Figure 1. Routed metal, one color a layer.
Drawn at 3 px/um. Only two layers are drawn.
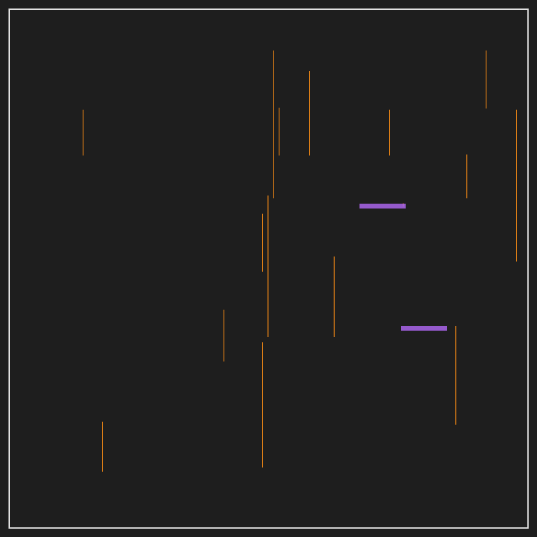
Figure 2. A small window of the routed layout.
Window x 119 to 139, y 119 to 139 um. Cells in gray, sequential cells in the stronger gray; small squares are vias.
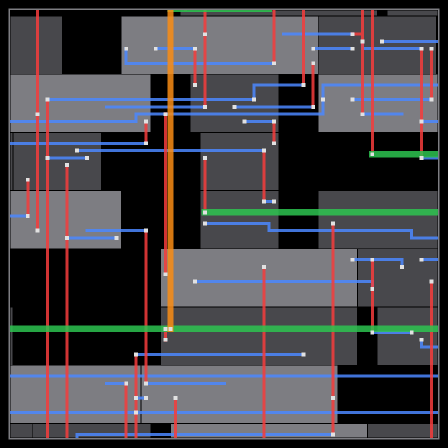
Figure 3. M2 wires.
Drawn at 2 px/um. Cells faint in the background.
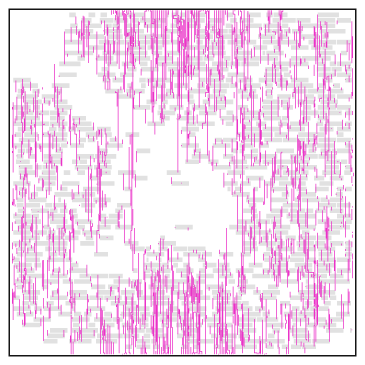
### src/rtl/rvvi_retire_arbiter.sv
// -----------------------------------------------------------------------------
// rvvi_retire_arbiter
//
// Shares one single-event trace consumer between NHART harts, each retiring up
// to RETIRE instructions per cycle. Every hart owns a slot bank. A retire
// bundle is captured whole when the bank is empty. Banks are then drained
// round-robin across harts, one event per cycle, lowest slot first.
//
// Optional feature macro: RVVI_ARB_ORDER_CHECK_EN
//   defined   -> per-hart order continuity check drives the sticky order_err
//   undefined -> no checker state, order_err tied low
//
// Ports
//   clk        in   interface clock, all state on posedge
//   reset_n    in   asynchronous active-low reset
//   in_valid   in   [NHART*RETIRE]       slot valid, index h*RETIRE+r
//   in_order   in   [NHART*RETIRE*64]    event order per slot
//   in_insn    in   [NHART*RETIRE*ILEN]  instruction per slot
//   in_pc      in   [NHART*RETIRE*XLEN]  pc_rdata per slot
//   in_trap    in   [NHART*RETIRE]       trap flag per slot
//   in_ready   out  [NHART]              bank empty, a bundle is taken this cycle
//   out_valid  out  output register holds an event
//   out_ready  in   consumer accepts the event
//   out_hart   out  [HW]   source hart of the event
//   out_slot   out  [SW]   source slot of the event
//   out_order  out  [64]   event order
//   out_insn   out  [ILEN] instruction
//   out_pc     out  [XLEN] pc_rdata
//   out_trap   out  trap flag
//   order_err  out  [NHART] sticky per-hart order-gap flag
// -----------------------------------------------------------------------------
module rvvi_retire_arbiter #(
   parameter int NHART  = 1,
   parameter int RETIRE = 1,
   parameter int XLEN   = 32,
   parameter int ILEN   = 32,
   parameter int HW     = $clog2(NHART > 1 ? NHART : 2),
   parameter int SW     = $clog2(RETIRE > 1 ? RETIRE : 2)
) (
   input  logic                         clk,
   input  logic                         reset_n,
   input  logic [NHART*RETIRE-1:0]      in_valid,
   input  logic [NHART*RETIRE*64-1:0]   in_order,
   input  logic [NHART*RETIRE*ILEN-1:0] in_insn,
   input  logic [NHART*RETIRE*XLEN-1:0] in_pc,
   input  logic [NHART*RETIRE-1:0]      in_trap,
   output logic [NHART-1:0]             in_ready,
   output logic                         out_valid,
   input  logic                         out_ready,
   output logic [HW-1:0]                out_hart,
   output logic [SW-1:0]                out_slot,
   output logic [63:0]                  out_order,
   output logic [ILEN-1:0]              out_insn,
   output logic [XLEN-1:0]              out_pc,
   output logic                         out_trap,
   output logic [NHART-1:0]             order_err
);

   localparam int NS = NHART * RETIRE;

   typedef enum logic [0:0] {
      S_IDLE  = 1'b0,
      S_DRAIN = 1'b1
   } state_t;

   // Slot banks and pending masks (flat index h*RETIRE+r)
   logic [NS-1:0]   pend_q;
   logic [NS-1:0]   pend_d;
   logic [63:0]     bank_order_q [NS];
   logic [ILEN-1:0] bank_insn_q  [NS];
   logic [XLEN-1:0] bank_pc_q    [NS];
   logic [NS-1:0]   bank_trap_q;

   // Arbiter state and output register
   state_t          state_q;
   logic [HW-1:0]   grant_q;
   logic [HW-1:0]   last_q;
   logic            out_valid_q;
   logic [HW-1:0]   out_hart_q;
   logic [SW-1:0]   out_slot_q;
   logic [63:0]     out_order_q;
   logic [ILEN-1:0] out_insn_q;
   logic [XLEN-1:0] out_pc_q;
   logic            out_trap_q;

   // Combinational helpers
   logic [NHART-1:0]  in_ready_s;
   logic [NHART-1:0]  cap_s;
   logic              any_pend_s;
   logic [HW-1:0]     nxt_grant_s;
   logic              found_s;
   logic [RETIRE-1:0] gpend_s;
   logic [RETIRE-1:0] sel_hot_s;
   logic [SW-1:0]     sel_slot_s;
   logic              sel_hit_s;
   int                sel_flat_s;
   logic              load_s;
   logic              done_s;
   logic [NS-1:0]     clr_s;
   logic [63:0]       sel_order_s;
   logic [ILEN-1:0]   sel_insn_s;
   logic [XLEN-1:0]   sel_pc_s;
   logic              sel_trap_s;

   // Per-hart ready (bank empty) and capture qualifiers
   always_comb begin
      in_ready_s = '0;
      cap_s      = '0;
      any_pend_s = |pend_q;
      for (int h = 0; h < NHART; h++) begin
         in_ready_s[h] = ~|pend_q[h*RETIRE +: RETIRE];
         cap_s[h]      = in_ready_s[h] & (|in_valid[h*RETIRE +: RETIRE]);
      end
   end

   assign in_ready = in_ready_s;

   // Round-robin search: harts above last first, then wrap to 0..last
   always_comb begin
      nxt_grant_s = '0;
      found_s     = 1'b0;
      for (int h = 0; h < NHART; h++) begin
         if (!found_s && (h > int'(last_q)) && (|pend_q[h*RETIRE +: RETIRE])) begin
            found_s     = 1'b1;
            nxt_grant_s = HW'(h);
         end else begin
            found_s = found_s;
         end
      end
      for (int h = 0; h < NHART; h++) begin
         if (!found_s && (h <= int'(last_q)) && (|pend_q[h*RETIRE +: RETIRE])) begin
            found_s     = 1'b1;
            nxt_grant_s = HW'(h);
         end else begin
            found_s = found_s;
         end
      end
   end

   // Lowest pending slot of the granted hart and the bank entry it selects
   always_comb begin
      gpend_s = '0;
      for (int h = 0; h < NHART; h++) begin
         if (HW'(h) == grant_q) begin
            gpend_s = pend_q[h*RETIRE +: RETIRE];
         end else begin
            gpend_s = gpend_s;
         end
      end

      sel_slot_s = '0;
      sel_hot_s  = '0;
      sel_hit_s  = 1'b0;
      for (int r = 0; r < RETIRE; r++) begin
         if (!sel_hit_s && gpend_s[r]) begin
            sel_hit_s    = 1'b1;
            sel_slot_s   = SW'(r);
            sel_hot_s[r] = 1'b1;
         end else begin
            sel_hit_s = sel_hit_s;
         end
      end

      // The output register can take a new event when empty or being drained
      load_s     = (state_q == S_DRAIN) && (!out_valid_q || out_ready);
      done_s     = load_s && ~|(gpend_s & ~sel_hot_s);
      sel_flat_s = int'(grant_q) * RETIRE + int'(sel_slot_s);

      sel_order_s = '0;
      sel_insn_s  = '0;
      sel_pc_s    = '0;
      sel_trap_s  = 1'b0;
      clr_s       = '0;
      for (int i = 0; i < NS; i++) begin
         if (i == sel_flat_s) begin
            sel_order_s = bank_order_q[i];
            sel_insn_s  = bank_insn_q[i];
            sel_pc_s    = bank_pc_q[i];
            sel_trap_s  = bank_trap_q[i];
            clr_s[i]    = load_s;
         end else begin
            clr_s[i] = 1'b0;
         end
      end
   end

   // Next pending mask: capture only happens into an empty bank, so it never
   // collides with a clear of the same hart
   always_comb begin
      pend_d = pend_q;
      for (int h = 0; h < NHART; h++) begin
         for (int r = 0; r < RETIRE; r++) begin
            pend_d[h*RETIRE+r] = cap_s[h] ? in_valid[h*RETIRE+r]
                                          : (pend_q[h*RETIRE+r] & ~clr_s[h*RETIRE+r]);
         end
      end
   end

   // Pending mask and slot bank capture
   always_ff @(posedge clk or negedge reset_n) begin
      if (!reset_n) begin
         pend_q      <= '0;
         bank_trap_q <= '0;
         for (int i = 0; i < NS; i++) begin
            bank_order_q[i] <= '0;
            bank_insn_q[i]  <= '0;
            bank_pc_q[i]    <= '0;
         end
      end else begin
         pend_q <= pend_d;
         for (int h = 0; h < NHART; h++) begin
            if (cap_s[h]) begin
               for (int r = 0; r < RETIRE; r++) begin
                  bank_order_q[h*RETIRE+r] <= in_order[(h*RETIRE+r)*64 +: 64];
                  bank_insn_q[h*RETIRE+r]  <= in_insn[(h*RETIRE+r)*ILEN +: ILEN];
                  bank_pc_q[h*RETIRE+r]    <= in_pc[(h*RETIRE+r)*XLEN +: XLEN];
                  bank_trap_q[h*RETIRE+r]  <= in_trap[h*RETIRE+r];
               end
            end
         end
      end
   end

   // Arbiter FSM with registered event output
   always_ff @(posedge clk or negedge reset_n) begin
      if (!reset_n) begin
         state_q     <= S_IDLE;
         grant_q     <= '0;
         last_q      <= HW'(NHART - 1);
         out_valid_q <= 1'b0;
         out_hart_q  <= '0;
         out_slot_q  <= '0;
         out_order_q <= '0;
         out_insn_q  <= '0;
         out_pc_q    <= '0;
         out_trap_q  <= 1'b0;
      end else begin
         case (state_q)
            S_IDLE: begin
               if (any_pend_s) begin
                  grant_q <= nxt_grant_s;
                  state_q <= S_DRAIN;
               end else begin
                  state_q <= S_IDLE;
               end
            end
            S_DRAIN: begin
               if (done_s) begin
                  last_q  <= grant_q;
                  state_q <= S_IDLE;
               end else begin
                  state_q <= S_DRAIN;
               end
            end
            default: begin
               state_q <= S_IDLE;
            end
         endcase

         if (load_s) begin
            out_valid_q <= 1'b1;
            out_hart_q  <= grant_q;
            out_slot_q  <= sel_slot_s;
            out_order_q <= sel_order_s;
            out_insn_q  <= sel_insn_s;
            out_pc_q    <= sel_pc_s;
            out_trap_q  <= sel_trap_s;
         end else if (out_ready) begin
            out_valid_q <= 1'b0;
         end else begin
            out_valid_q <= out_valid_q;
         end
      end
   end

   assign out_valid = out_valid_q;
   assign out_hart  = out_hart_q;
   assign out_slot  = out_slot_q;
   assign out_order = out_order_q;
   assign out_insn  = out_insn_q;
   assign out_pc    = out_pc_q;
   assign out_trap  = out_trap_q;

`ifdef RVVI_ARB_ORDER_CHECK_EN
   logic [NHART-1:0] seen_q;
   logic [63:0]      exp_q [NHART];
   logic [NHART-1:0] order_err_q;

   // Order continuity: every loaded event must follow the previous one of
   // the same hart by exactly one (64-bit wrap allowed)
   always_ff @(posedge clk or negedge reset_n) begin
      if (!reset_n) begin
         seen_q      <= '0;
         order_err_q <= '0;
         for (int h = 0; h < NHART; h++) begin
            exp_q[h] <= '0;
         end
      end else begin
         for (int h = 0; h < NHART; h++) begin
            if (load_s && (HW'(h) == grant_q)) begin
               if (seen_q[h] && (sel_order_s != exp_q[h])) begin
                  order_err_q[h] <= 1'b1;
               end
               exp_q[h]  <= sel_order_s + 64'd1;
               seen_q[h] <= 1'b1;
            end
         end
      end
   end

   assign order_err = order_err_q;
`else
   assign order_err = '0;
`endif

endmodule

### config.mk
export PLATFORM = sky130hd
export DESIGN_NAME = rvvi_retire_arbiter
export DESIGN_NICKNAME = d
export VERILOG_FILES = /design/src/rtl/rvvi_retire_arbiter.sv
export SDC_FILE = /design/constraint.sdc
export NUM_CORES = 1
export LEC_CHECK = 0
export CORE_UTILIZATION = 35
export DETAILED_ROUTE_END_ITERATION = 12
export PLACE_DENSITY = 0.6
export SYNTH_ARGS = -nofsm -noshare
export SYNTH_HDL_FRONTEND = slang
export SYNTH_SLANG_ARGS = --single-unit
### constraint.sdc
create_clock -name clk -period 1.75 [get_ports clk]
set_clock_uncertainty 0.15 [all_clocks]
set_input_delay 0.35 -clock clk [delete_from_list [all_inputs] [get_ports clk]]
set_output_delay 0.35 -clock clk [all_outputs]
set_load 0.1 [all_outputs]
==> ds_physical_params.txt <==
Physical design parameters

Parameter                              Value

Layout
  Fillers    2217
  Number of ordinary inverters in the final layout    1
  Most common cell after layout, fill and taps aside    sky130_fd_sc_hd__dfrtp_1
  Fraction of final layout cells sized beyond drive strength 1    0.530

Synthesis
  Async SR Flop Fraction    1.00
  Per-instance average area after synthesis    18.2 sq um
  Cell type contributing the most total cell area after synthesis    sky130_fd_sc_hd__dfrtp_1
  Most numerous cell types in the synthesized netlist    sky130_fd_sc_hd__dfrtp_1 (261), sky130_fd_sc_hd__mux2_2 (147), sky130_fd_sc_hd__mux2_4 (99)
  Seq cells post-synth    261
  Yosys adder share    0
  Simple-Gate Fraction of Synth Area    0.00345
  XOR/XNOR Fraction of Synth Area    0

Worst setup path
  Delay contributed by the slowest stage of the critical path    0.40 ns

Global route
  Routing usage on met1    0.197
  Most Used Layer, Global Route    met2

Drt
  Vias    5642
  DRC violations left    0
  Drt wl/cell    17.7 um
  Vias per Instance    4.47
  Routed Wire Length    22300 um
  First-pass iteration count of the detailed router    5

CTS
  Bufs on Longest Clock Path    3
  Num Clock Sinks    261
  Clock edge transition at the registers on the reported setup and hold paths    0.06 ns

Min path
  Hold Crit Class    in2async

Timing
  RSZ-0062 raised after global routing    true
  Max Freq    0.587 GHz

Status
  Result of the run    completed

Floorplan
  Core Footprint    0.0286 sq mm

Run
  Warning total across the stage logs    27
## Picture notes: Figure 1
- M5: purple (wire length 27.6 um)
- M4: orange (wire length 407 um)

## Picture notes: Figure 2
- M1: blue
- M2: red
- M3: green
- M4: orange
- sequential cells in the window: 7
- netlist names of flops here include: bank_order_q (3), out_order (3)
- cells with their middle in the window: 16
- most frequent: dfrtp_1 (7)

## Picture notes: Figure 3
- longest straight run: 71.2 um
- nets with wire on the layer: 933
- share of all routed wire: 45%

[metrics by stage]
step / utilization / cells / hold WS [ns] / instance area (sq um)
after floorplan: - / 560 / -0.0956 / 10200
after global placement: 0.518 / 1207 / 0.114 / 14800
after global routing: 0.553 / 1262 / 0.154 / 15800
final: 0.553 / 1263 / 0.149 / 15800
after detailed placement: 0.518 / 1207 / 0.119 / 14800
after CTS: 0.553 / 1261 / 0.139 / 15800
[timing repair]
action                                 CTS  global route
setup endpoints to repair                2             2
hold buffers                             1             0
endpoints found under the hold margin  261             0
buffers inserted                         2             0
resized                                  1             1
[cells by family (layout without fill, tap and decap cells)]
| family | count (synthesis) | after routing |
|---|---|---|
| flops | 261 | 261 |
| mux | 259 | 259 |
| buf+inv | 32 | 349 |
| simple gates | 4 | 4 |
| compound gates | 1 | 1 |
| other cells | 1 | 5 |
[flip-flops by register name, summed over array words and instances (netlist names), 32 cells and up]
signal        flops
bank_order_q     64
out_order        64
bank_insn_q      32
bank_pc_q        32
out_insn         32
out_pc           32
[final timing paths]
kind | slack (ns) | startpoint | cells after the start | endpoint
setup / recovery | 0.05 | any_pend_s | 2 | in_ready
max in group asynchronous | 0.68 | reset_n | 3 | out_order[63]
hold reg to reg | 0.34 | bank_order_q[43] | 1 | bank_order_q[43]
min in group clk | 0.26 | in_insn[12] | 2 | bank_insn_q[12]
hold / removal | 0.15 | reset_n | 2 | out_order[13]
setup reg to reg | 0.06 | any_pend_s | 5 | bank_order_q[31]
